===== config.mk =====
export PLATFORM = sky130hd
export DESIGN_NAME = ysyx_22041207_hazard_ctrl
export DESIGN_NICKNAME = d
export VERILOG_FILES = /design/src/rtl/ysyx_22041207_hazard_ctrl.sv
export SDC_FILE = /design/constraint.sdc
export NUM_CORES = 1
export LEC_CHECK = 0
export ABC_AREA = 1
export CELL_PAD_IN_SITES_DETAIL_PLACEMENT = 1
export CELL_PAD_IN_SITES_GLOBAL_PLACEMENT = 1
export CORE_UTILIZATION = 36
export CTS_CLUSTER_DIAMETER = 200
export DETAILED_ROUTE_END_ITERATION = 10
export HOLD_SLACK_MARGIN = 0.12
export MAX_ROUTING_LAYER = met4
export PLACE_DENSITY_LB_ADDON = 0.25
export SYNTH_ARGS = -nofsm -noshare
export SYNTH_HDL_FRONTEND = slang
export SYNTH_SLANG_ARGS = --single-unit

===== constraint.sdc =====
create_clock -name clk -period 2.6 [get_ports clk]
set_input_delay 0.39 -clock clk [delete_from_list [all_inputs] [get_ports clk]]
set_output_delay 0.39 -clock clk [all_outputs]
set_load 0.05 [all_outputs]

===== src/rtl/ysyx_22041207_hazard_ctrl.sv =====
// Pipeline hazard controller: memory-wait freeze, trap/redirect flush sequencing,
// single-bubble load-use interlock, plus stall performance counters.
module ysyx_22041207_hazard_ctrl #(
  parameter int unsigned FLUSH_CYCLES = 1
) (
  input  logic        clk,
  input  logic        rst,
  input  logic [4:0]  id_rs1addr,
  input  logic [4:0]  id_rs2addr,
  input  logic        id_use_rs1,
  input  logic        id_use_rs2,
  input  logic [4:0]  ex_rwaddr,
  input  logic        ex_writeRD,
  input  logic        ex_memoryReadWen,
  input  logic        ex_redirect,
  input  logic        ex_trap,
  input  logic        mem_req,
  input  logic        mem_ready,
  output logic        pc_stall,
  output logic        ifid_stall,
  output logic        ifid_flush,
  output logic        idex_bubble,
  output logic        idex_flush,
  output logic        clear_afterID,
  output logic        exmem_stall,
  output logic        redirect_fire,
  output logic        in_flush,
  output logic [31:0] load_use_cnt,
  output logic [31:0] mem_wait_cnt
);

  typedef enum logic {RUN, FLUSH} state_e;

  localparam logic [2:0] FCNT_INIT = 3'(FLUSH_CYCLES - 1);

  state_e      state_q, state_d;
  logic [2:0]  fcnt_q, fcnt_d;
  logic [31:0] load_use_cnt_q, load_use_cnt_d;
  logic [31:0] mem_wait_cnt_q, mem_wait_cnt_d;

  logic mem_wait;
  logic load_use;

  assign mem_wait = mem_req & ~mem_ready;
  assign load_use = ex_memoryReadWen & ex_writeRD & (ex_rwaddr != 5'd0) &
                    ((id_use_rs1 & (id_rs1addr == ex_rwaddr)) |
                     (id_use_rs2 & (id_rs2addr == ex_rwaddr)));

  always_comb begin
    state_d        = state_q;
    fcnt_d         = fcnt_q;
    load_use_cnt_d = load_use_cnt_q;
    mem_wait_cnt_d = mem_wait_cnt_q;
    pc_stall       = 1'b0;
    ifid_stall     = 1'b0;
    ifid_flush     = 1'b0;
    idex_bubble    = 1'b0;
    idex_flush     = 1'b0;
    clear_afterID  = 1'b0;
    exmem_stall    = 1'b0;
    redirect_fire  = 1'b0;
    in_flush       = 1'b0;

    // Outputs are forced quiet while reset is held, independent of the inputs.
    if (!rst) begin
      if (mem_wait) begin
        pc_stall       = 1'b1;
        ifid_stall     = 1'b1;
        idex_bubble    = 1'b1;
        exmem_stall    = 1'b1;
        mem_wait_cnt_d = mem_wait_cnt_q + 32'd1;
      end

      unique case (state_q)
        RUN: begin
          if (!mem_wait) begin
            if (ex_trap || ex_redirect) begin
              redirect_fire = 1'b1;
              ifid_flush    = 1'b1;
              clear_afterID = ex_trap;
              idex_flush    = ~ex_trap;
              if (FLUSH_CYCLES > 1) begin
                state_d = FLUSH;
                fcnt_d  = FCNT_INIT;
              end
            end else if (load_use) begin
              pc_stall       = 1'b1;
              ifid_stall     = 1'b1;
              idex_flush     = 1'b1;
              load_use_cnt_d = load_use_cnt_q + 32'd1;
            end
          end
        end
        FLUSH: begin
          ifid_flush = 1'b1;
          idex_flush = 1'b1;
          in_flush   = 1'b1;
          // fcnt holds the flush cycles still owed; the last one returns to RUN.
          if (!mem_wait) begin
            if (fcnt_q <= 3'd1) begin
              state_d = RUN;
              fcnt_d  = 3'd0;
            end else begin
              fcnt_d = fcnt_q - 3'd1;
            end
          end
        end
        default: begin
          state_d = RUN;
          fcnt_d  = 3'd0;
        end
      endcase
    end
  end

  always_ff @(posedge clk or posedge rst) begin
    if (rst) begin
      state_q        <= RUN;
      fcnt_q         <= 3'd0;
      load_use_cnt_q <= 32'd0;
      mem_wait_cnt_q <= 32'd0;
    end else begin
      state_q        <= state_d;
      fcnt_q         <= fcnt_d;
      load_use_cnt_q <= load_use_cnt_d;
      mem_wait_cnt_q <= mem_wait_cnt_d;
    end
  end

  assign load_use_cnt = load_use_cnt_q;
  assign mem_wait_cnt = mem_wait_cnt_q;

endmodule


==> run summary, run 1 <==
Synthesis and PnR results.

- The detailed router reports a met2 wire length of 6.57 mm.
- The total count of max-transition violations in the final report is 0.
- Per the summary, power density relative to cell area is 503 mW/mm2.
- The post-detailed-placement half-perimeter wirelength reads 10.7 mm.
- The maximum net fanout on the critical path is 4.
- In the synthesized netlist, the number of instances is 654.
- Per the log, the first TritonRoute iteration ended with a DRC count of 261.
- The critical path is of the in -> out type.
- The number of synthesized register bits reads 68.
- The core region is 0.0120 mm2.
- In this run the mean area of a mapped cell was 6.75 um2.
- The run finished with clean final reports.
- The net count of the mapped netlist is 683.
- Setup slack on the worst reg-to-reg path comes out at 0.57 ns.
- The clock period could shrink to 2.35 ns.
- The number of warnings issued by yosys reads 0.
- The top flip-flop cell by instance count after synthesis is dfrtp_1.
- In the post-synthesis netlist, the biggest area contributors are dfrtp_1 (39%), nand2_1 (22%), nor2_1 (8.3%), inv_1 (5.4%), xor2_1 (4.6%).
- According to the hold report, the worst path is of the reg -> reg type.
- The total routing usage reported by global routing reads 23.9%.
- The met3 wire length reads 683 um.
- The number of global-route vias before repair is 4,689.
- The routed wirelength normalized by instance count reads 15.5 um.
- For this run, the detailed router reports a per-instance via density of 4.99.
- The tightest slew margin relative to the limit is 62.3%.
- The via total after detailed routing reads 4,542.
- The CTS buffer count is 9.
- The number of nets in the final layout is 788.
- The xor-xnor portion of the synthesized cell area reads 7.34%.
- The number of clock sinks came to 68.
- The area fraction in and, or, nand and nor cells after synthesis is 41.9%.
- The core utilization at floorplan is 36.9%.
- The fraction of post-synthesis cell area in the top cell type by area reads 38.5%.
- The area fraction in compound gates after synthesis reads 3.51%.
- The number of gates resized after CTS is 0.
- The total length of routed wires reads 14.1 mm.
- The horizontal die size is 113 um.
- The number of enable-type register cells in the synthesized netlist is 0.
- The initial antenna violation count reads 0.
- Endpoints with negative setup slack in the final report add up to 0.
- In the per-layer breakdown of the detailed-route log, met1 shows 6.64 mm.
- The layout overhead on the synthesized area reads 34.5%.
- Counting the fill cells in the layout gives 1,531.
- The post-synthesis cell type with the largest combined area is dfrtp_1.
- Among the non-sequential cells, simple AND/OR/NAND/NOR gates take the most area.
- The total cells reported by yosys after synthesis is 654.
- In this run the top signal layer used is met4.
- The number of endpoints with negative hold slack in the final report reads 0.
- The clock network latency to the later pin of the worst-skew pair reads 0.34 ns.
- The cts-stage hold buffer count is 0.
- The number of levels in the clock H-tree reads 3.
- The clock-pin slew on the worst setup and hold paths reads 0.06 ns.
- In the final timing run, aggregate negative setup slack is 0 ns.
- According to the floorplan report, the total die area is 0.0127 mm2.
- The combined flip-flop and latch cell area reads 0.00170 mm2.
- The arrival time at the worst endpoint reads 1.96 ns.
## run 1: per-stage QoR
stage / utilization (%) / worst slack (ns) / power (uW) / cells / area, um2
3_5_place_dp: 47.1 / 0.239 / 1740 / 895 / 5630
3_3_place_gp: 47.1 / 0.270 / 1720 / 895 / 5630
2_1_floorplan: - / 0.0216 / 1520 / 654 / 4420
6_report: 49.6 / 0.250 / 2990 / 911 / 5940
5_1_grt: 49.6 / 0.0646 / 3110 / 911 / 5940
4_1_cts: 49.6 / 0.226 / 3020 / 911 / 5940
## run 1: report_power, final
group | switching, uW | internal (uW)
logic | 330 | 198
clock network | 476 | 796
registers | 68.4 | 1120
## run 1: registers in the layout, indices dropped and copies added (netlist names)
register	cells
mem_wait_cnt	32
fcnt_q	3
state_q	1
load_use_cnt	32
## run 1: worst paths after layout
| kind | start | end | cells after the start |
|---|---|---|---|
| max | ex_rwaddr[0] | ifid_stall | 11 |
| min | mem_wait_cnt[2] | mem_wait_cnt[2] | 1 |
| max reg2reg | load_use_cnt[0] | load_use_cnt[26] | 10 |
| min reg2reg | mem_wait_cnt[2] | mem_wait_cnt[2] | 1 |
| max in group asynchronous | rst | mem_wait_cnt[18] | 3 |
| min in group asynchronous | rst | mem_wait_cnt[1] | 3 |
## run 1: cells in the final DEF, fill, tap and decap left out, types with 6 or more instances in the layout
master,instances
nand2_1,259
nor2_1,98
clkdlybuf4s50_1,88
dfrtp_1,68
inv_1,64
nand3_1,33
xor2_1,23
nand3b_1,17
o21ai_0,16
xnor2_1,14
nor3_1,11
clkbuf_16,9
buf_12,8
nand4_1,7
buf_4,7
inv_2,6
## run 1: critical path, stage by stage
cell and delay, ns:
clkdlybuf4s50_1 0.54, inv_2 0.05, nand2_1 0.05, nand2_1 0.06, nor2_1 0.09, nand3_1 0.11, nand2_1 0.14, nand2_1 0.10
o21ai_1 0.13, buf_4 0.16, buf_12 0.13
## run 1: metal layers
metal | GRT usage (%) | up-vias
met5 | - | -
met4 | 7.82 | 0
met3 | 4.50 | 18
met2 | 38.1 | 103
met1 | 30.7 | 2196
li1 | - | 2225
## run 1: area by class of cell
cell class / instances / share of cell area [%]
clock inverter: 3 / 0.759
inverter: 71 / 4.53
sequential: 68 / 28.7
multi-input combinational: 506 / 40.2
timing repair buffer: 103 / 18.4
clock buffer: 13 / 4.38
tap: 147 / 3.10
## run 1: cells by family (layout without fill, tap and decap cells)
logic type | after synthesis | in the layout
simple gates | 438 | 438
buf+inv | 80 | 190
flops | 68 | 68
xor+xnor | 37 | 37
compound gates | 27 | 27
fa+ha+maj | 4 | 4
### The metal 1 layer, run 1

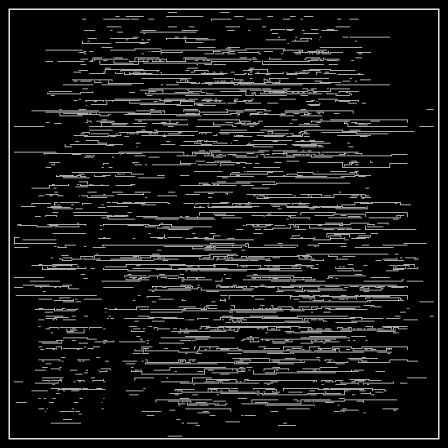
The longest straight run is 38.0 um. The layer holds 47% of the routed length. The layer carries 6,640 um of wire. 711 nets have wire on it.

### M2 wires, run 1

Bar = 20 um.
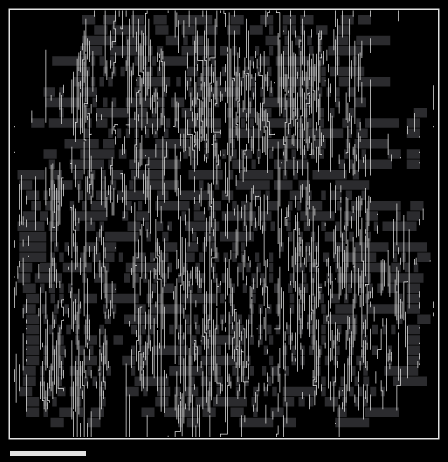
The layer holds 47% of the routed length. The layer carries 6,570 um of wire.

### The metal 3 layer, run 1

Bar = 20 um.
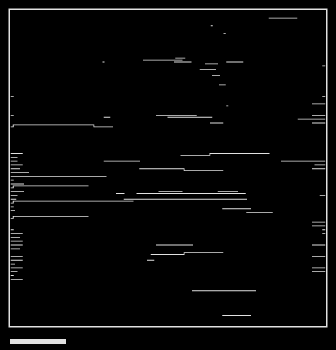
68 nets have wire on it. The longest straight run is 43.7 um. The layer holds 4.8% of the routed length.

## Run 2: what changed since run 1
Settings changed: CTS_CLUSTER_SIZE set to 25.
### M2 wires, run 2

Bar = 20 um.
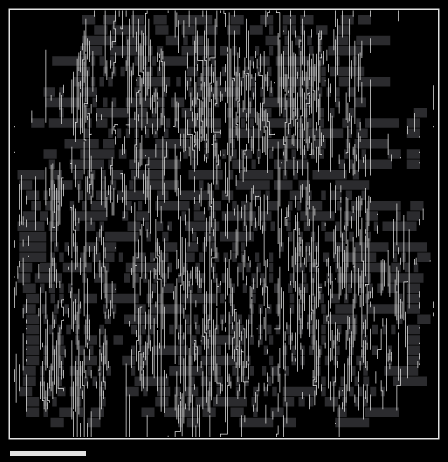
global routing usage on met2: 38.1%
total via count after detailed routing: 4,542
Total Wirelength: 14.1 mm

### The metal 1 layer, run 2

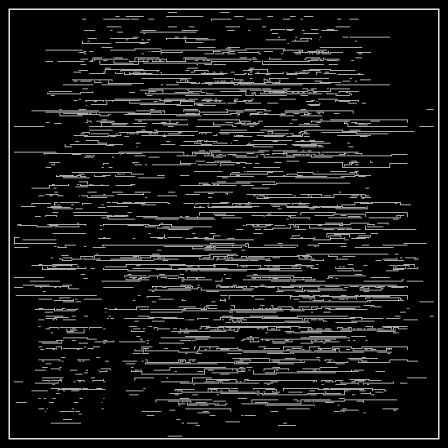
711 nets have wire on it. The layer carries 6,640 um of wire. The longest straight run is 38.0 um. The layer holds 47% of the routed length.

==> run 2 against run 1 <==
Area after synthesis unchanged; combinational power hardly changed; clock power about the same; fmax unchanged; non-clock buffer count stayed put; total power stayed put; global-route usage unchanged; critical path type unchanged.
==> run summary, run 2 <==
Synthesis and PnR results.

- The flow ran to the end, and the final reports show no timing, DRC or antenna violations.
- The overall power consumption is 2990 uW (unchanged).
- The cts-stage hold buffer count is 0 (unchanged).
- The number of levels in the clock H-tree is 3 (unchanged).
- The number of global-route vias before repair reads 4,689 (unchanged).
- The final critical delay including setup and external delays is 2.35 ns (unchanged).
- The clock network latency to the later pin of the worst-skew pair is 0.34 ns (about the same).
- The worst reg2reg path depth was 10 (unchanged).
- The most common cell in the netlist is nand2_1.
- The tightest slew margin relative to the limit reads 62.3% (unchanged).
- The main area contributors are dfrtp_1 (39%), nand2_1 (22%), nor2_1 (8.3%), inv_1 (5.4%), xor2_1 (4.6%).
- The post-detailed-placement half-perimeter wirelength reads 10.7 mm (unchanged).
- The total number of clock tree sinks reads 68 (unchanged).
- The number of synthesized register bits was 68 (unchanged).
- The arrival time at the worst endpoint reads 1.96 ns (about the same).
- For this run the aggregate overflow at the end of global routing stands at 0.
- The core box area was 0.0120 mm2 (unchanged).
- Setup repair after global routing left no endpoint under its margin.
- The number of endpoints with negative hold slack in the final report reads 0 (unchanged).
- The sum of negative setup slack came to 0 ns (unchanged).
- The number of cells traversed by the worst hold path was 1 (unchanged).
- The net count of the mapped netlist is 683 (unchanged).
- The kind of path behind the tightest hold check is reg -> reg.
- The via-per-instance ratio reads 4.99 (unchanged).
- The met3 global-route usage is 4.50% (unchanged).
- The share of final-layout standard cells stronger than drive strength 1 is 6.94%.
- The path type of the worst setup path is in -> out.
- The number of failing setup endpoints in the final timing report came to 0 (unchanged).
- The commonest non-fill, non-tap cell in the layout reads nand2_1.
- The fraction of post-synthesis cell area in the top cell type by area reads 38.5% (unchanged).
- The number of gates resized after CTS is 0 (unchanged).
- The data required time at the worst endpoint is 2.21 ns.
- The power density over the cells reads 503 mW/mm2 (unchanged).
- The CTS buffer count came to 9 (unchanged).
- The critical path endpoint category reads a primary output.
- The initial antenna violation count is 0 (unchanged).
- The number of nets in the final layout is 788 (unchanged).
- The clock-pin slew on the worst setup and hold paths reads 0.06 ns (about the same).
- The instance count of the mapped netlist was 654 (unchanged).
- The core utilization at floorplan is 36.9% (unchanged).
- The total cells reported by yosys after synthesis is 654 (unchanged).
- The post-synthesis average cell area reads 6.75 um2 (unchanged).
- The post-synthesis cell type with the largest combined area is dfrtp_1.
- The initial detailed-routing violation count was 261 (unchanged).
- The horizontal die size reads 113 um (unchanged).
- The number of warnings issued by yosys is 0 (unchanged).
- The layout overhead on the synthesized area is 34.5% (unchanged).
- The number of enable-type register cells in the synthesized netlist came to 0 (unchanged).
- The total count of max-transition violations in the final report reads 0 (unchanged).
- Post-synth the commonest register cell is dfrtp_1.
- The count of input and output buffers is 97.
- The overall chip area reads 0.0127 mm2 (unchanged).
### Routing congestion map, run 2

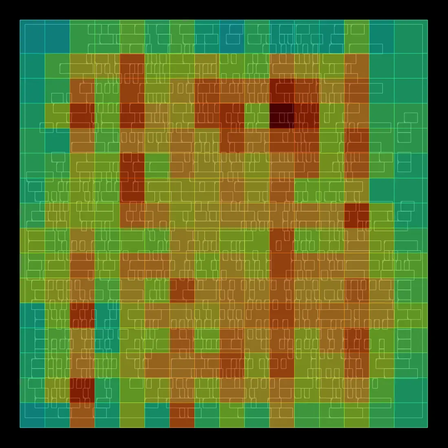
post-layout utilization of the core: 49.6%
WL/cell: 15.5 um
GR Util All Layers: 23.9%
GR Util met1: 30.7%
busiest layer in global routing: met2

-- run 2: cell counts after synthesis --
No cell type changed its count.
-- run 2: area by class of cell --
class,instances,area (um2)
Clock buffer,13,260
Clock inverter,3,45.0
Fill cell,1531,6020
Inverter,71,269
Multi-Input combinational cell,506,2380
Sequential cell,68,1700
Tap cell,147,184
Timing Repair Buffer,103,1090
-- run 2: worst paths after layout --
| kind | slack [ns] | end | startpoint |
|---|---|---|---|
| max | 0.25 | ifid_stall | ex_rwaddr[0] |
| min | 0.54 | mem_wait_cnt[2] | mem_wait_cnt[2] |
| max reg2reg | 0.57 | load_use_cnt[26] | load_use_cnt[0] |
| min reg2reg | 0.54 | mem_wait_cnt[2] | mem_wait_cnt[2] |
| max in group asynchronous | 1.68 | mem_wait_cnt[18] | rst |
| min in group asynchronous | 0.59 | mem_wait_cnt[1] | rst |
-- run 2: report_power, final --
part           switching [uW]  leakage (uW)  internal (uW)
clock                     476      0.000142            796
combinational             330       0.00162            198
sequential               68.4      0.000912           1120
total                     875       0.00267           2110
-- run 2: kinds of logic (layout without fill, tap and decap cells) --
family	count (synthesis)	in the layout	synth area share (%)
and+or+nand+nor	438	438	41.9
buffers and inverters	80	190	7.54
DFF	68	68	38.5
xor gates and xnor gates	37	37	7.34
AOI/OAI and AO/OA	27	27	3.51
adders and majority gates	4	4	1.13
-- run 2: critical path, stage by stage --
cell and delay, ns:
clkdlybuf4s50_1 0.54, inv_2 0.05, nand2_1 0.05, nand2_1 0.06
nor2_1 0.09, nand3_1 0.11, nand2_1 0.14, nand2_1 0.10
o21ai_1 0.13, buf_4 0.16, buf_12 0.13
-- run 2: layer usage --
layer	part of all wire, %	vias up
met2	47	103
met5	0	-
met1	47	2196
met4	1.6	0
met3	4.8	18
li1	-	2225
-- run 2: through the flow --
step / setup WS (ns) / instances / instance area (um2) / hold slack (ns)
6_report: 0.250 / 911 / 5940 / 0.540
3_5_place_dp: 0.239 / 895 / 5630 / 0.528
3_3_place_gp: 0.270 / 895 / 5630 / 0.504
5_1_grt: 0.0646 / 911 / 5940 / 0.555
2_1_floorplan: 0.0216 / 654 / 4420 / 0.395
4_1_cts: 0.226 / 911 / 5940 / 0.540
No activity file was given, so power comes from the tool's default toggle rates.
